Figure 1. Close-up of the layout.
Window x 66 to 106, y 66 to 106 um. Cells in gray, sequential cells in the stronger gray; small squares are vias.
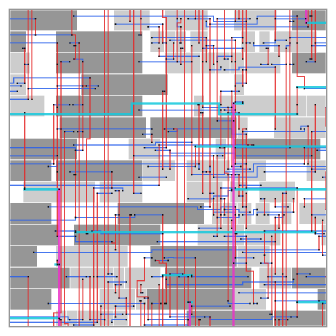
Figure 2. M3 wires.
Cells faint in the background.
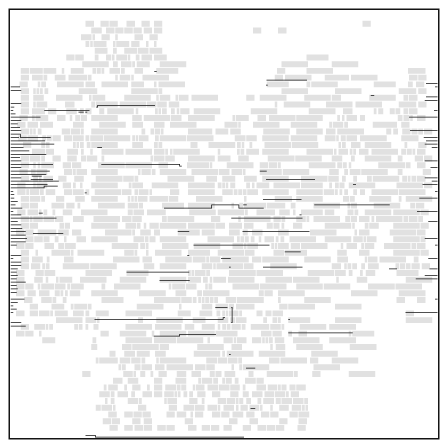
File: src/rtl/q_pkg.sv
// Shared types and compare rule for the Q-value argmax pipeline.
// Defining QARGMAX_SIGNED_EN makes every Q-value compare two's-complement.
package q_pkg;

   localparam int Q_DATA_W    = 16;
   localparam int Q_N_ACTIONS = 9;
   localparam int Q_IDX_W     = 6;   // wide enough for the 64-action maximum

   typedef logic [Q_DATA_W-1:0] q_val_t;

   typedef struct packed {
      logic               legal;
      q_val_t             value;
      logic [Q_IDX_W-1:0] idx;
   } q_cand_t;

   // 1 when b replaces a; a holds the lower index, so equal values keep a.
   function automatic logic q_better(input q_cand_t a, input q_cand_t b);
      logic gt;
`ifdef QARGMAX_SIGNED_EN
      gt = $signed(b.value) > $signed(a.value);
`else
      gt = b.value > a.value;
`endif
      return b.legal && (!a.legal || gt);
   endfunction

   // Number of candidates entering tree level l for an n-input tree.
   function automatic int q_lvl_w(input int n, input int l);
      return (n + (1 << l) - 1) >> l;
   endfunction

endpackage

File: src/rtl/q_cmp_node.sv
// One node of the argmax tree: keeps the better of two candidates.
module q_cmp_node
   import q_pkg::*;
(
   input  q_cand_t a_i,
   input  q_cand_t b_i,
   output q_cand_t y_o
);

   assign y_o = q_better(a_i, b_i) ? b_i : a_i;

endmodule

File: src/rtl/q_argmax_pipe.sv
// Pipelined masked argmax over N_IN Q-values, one register per tree level.
// Build option QARGMAX_SIGNED_EN selects signed Q-values (see q_pkg).
module q_argmax_pipe
   import q_pkg::*;
#(
   parameter int N_IN   = Q_N_ACTIONS,
   parameter int DATA_W = Q_DATA_W,
   parameter int IDX_W  = $clog2(N_IN)
) (
   input  logic                   clk,
   input  logic                   rst_n,
   input  logic                   in_valid,
   output logic                   in_ready,
   input  logic [N_IN*DATA_W-1:0] in_q,
   input  logic [N_IN-1:0]        in_mask,
   output logic                   out_valid,
   input  logic                   out_ready,
   output logic [DATA_W-1:0]      out_q,
   output logic [IDX_W-1:0]       out_idx,
   output logic                   out_none
);

   localparam int LEVELS = $clog2(N_IN);

   logic    en;
   q_cand_t root;

   assign en       = !out_valid || out_ready;
   assign in_ready = en;

   genvar l, k;
   for (l = 0; l < LEVELS; l++) begin : g_lvl
      localparam int WI = q_lvl_w(N_IN, l);
      localparam int WO = q_lvl_w(N_IN, l + 1);

      q_cand_t in_c  [WI];
      q_cand_t res_d [WO];
      q_cand_t res_q [WO];
      logic    vld_in;
      logic    vld_q;

      if (l == 0) begin : g_src
         for (k = 0; k < WI; k++) begin : g_leaf
            logic [DATA_W-1:0] raw;
            q_val_t            ext;
            assign raw = in_q[k*DATA_W +: DATA_W];
`ifdef QARGMAX_SIGNED_EN
            assign ext = Q_DATA_W'(signed'(raw));
`else
            assign ext = Q_DATA_W'(raw);
`endif
            assign in_c[k] = '{in_mask[k], ext, Q_IDX_W'(k)};
         end
         assign vld_in = in_valid;
      end else begin : g_src
         for (k = 0; k < WI; k++) begin : g_fwd
            assign in_c[k] = g_lvl[l-1].res_q[k];
         end
         assign vld_in = g_lvl[l-1].vld_q;
      end

      for (k = 0; k < WO; k++) begin : g_node
         if (2*k + 1 < WI) begin : g_cmp
            q_cmp_node u_node (
               .a_i (in_c[2*k]),
               .b_i (in_c[2*k+1]),
               .y_o (res_d[k])
            );
         end else begin : g_pad
            // Pairing with an illegal pad always returns the lone operand.
            assign res_d[k] = in_c[2*k];
         end
      end

      always_ff @(posedge clk) begin
         if (en) res_q <= res_d;
      end

      always_ff @(posedge clk) begin
         if (!rst_n)  vld_q <= 1'b0;
         else if (en) vld_q <= vld_in;
      end
   end

   // Result fields are gated by valid so the root data needs no reset.
   assign root      = g_lvl[LEVELS-1].res_q[0];
   assign out_valid = g_lvl[LEVELS-1].vld_q;
   assign out_none  = out_valid && !root.legal;
   assign out_q     = (out_valid && root.legal) ? DATA_W'(root.value) : '0;
   assign out_idx   = (out_valid && root.legal) ? IDX_W'(root.idx) : '0;

endmodule

File: config.mk
export PLATFORM = sky130hd
export DESIGN_NAME = q_argmax_pipe
export DESIGN_NICKNAME = d
export VERILOG_FILES = /design/src/rtl/q_pkg.sv /design/src/rtl/q_cmp_node.sv /design/src/rtl/q_argmax_pipe.sv
export SDC_FILE = /design/constraint.sdc
export NUM_CORES = 1
export LEC_CHECK = 0
export CAP_MARGIN = 20
export CORE_MARGIN = 2
export CORE_UTILIZATION = 41
export CTS_CLUSTER_SIZE = 14
export DETAILED_ROUTE_END_ITERATION = 10
export GPL_TIMING_DRIVEN = 0
export PLACE_DENSITY = 0.72
export SETUP_SLACK_MARGIN = 0.5
export SYNTH_ARGS = -nofsm -noshare
export SYNTH_HDL_FRONTEND = slang
export SYNTH_SLANG_ARGS = --single-unit
File: constraint.sdc
create_clock -name clk -period 13.1 [get_ports clk]
set_clock_uncertainty 0.2 [all_clocks]
set_input_delay 1.31 -clock clk [delete_from_list [all_inputs] [get_ports clk]]
set_output_delay 1.31 -clock clk [all_outputs]
set_load 0.01 [all_outputs]
==> run_results.csv <==
group,metric,value,unit
pwr,pwr-share-clk,0.297,
cts,ctsRootBufferMaster,"clkbuf_16",
grt,grt_pass1_wl,37600,um
layout,seq_cells,206,
synthesis,common_cells,"edfxtp_1 (202), inv_1 (131), ha_1 (128)",
grt,grt_usage,0.156,
layout,fillers,2399,
worst_setup_path,cp_num_buf_inv,5,
sta,min_period,5080,ps
detailed_routing,first_pass_iters,5,
detailed_routing,ant_nets,0,
detailed_routing,drc_errors,0,
layout,final-comb-area,4930,um^2
layout,seq_share,0.418,
worst_setup_path,cp-startpoint,"out_ready",
worst_setup_path,crit_cells,6,
detailed_routing,post_drt_wl_per_cell,15.8,um
layout,fin_area,14700,um^2
pwr,intPower,1450,uW
worst_setup_path,path_cells,"clkdlybuf4s50_1, nand2b_1, clkbuf_4, buf_16, buf_16, clkdlybuf4s50_1",
grt,grt_pass1_vias,7430,
grt,top_usage_layer,"met2",
layout,finalNonFillerCells,1476,
synthesis,ys.flops,206,
detailed_routing,top_layer_used,"met4",
pwr,p_switching,490,uW
cts,worstSkewPairLatency,500,ps
status,status,"finished, final reports clean",
synthesis,synth-edff-count,202,
worst_setup_path,worstPathMaxFanout,69,
synthesis,top_area_cell,"edfxtp_1",
layout,largest_reg_flops,202,
worst_setup_path,start_kind,"primary input",
Back to the opening pictures, Figure 1:
[cyan] metal 3
[red] metal 2
[blue] metal 1
[magenta] metal 4
netlist names of flops here include: `g_lvl.res_q` (19)
cells with their middle in the window: 75
sequential cells in the window: 19
most frequent: edfxtp_1 (19), inv_1 (10), ha_1 (10)

Back to the opening pictures, Figure 2:
nets with wire on the layer: 115
longest straight run: 59.8 um
wire length on this layer: 1070 um
main direction: horizontal
Detailed Route WL: 23300 um
via count: 7243
GR Util met3: 0.0277

Power figures rest on the tool's default switching activity, not on a simulated workload.
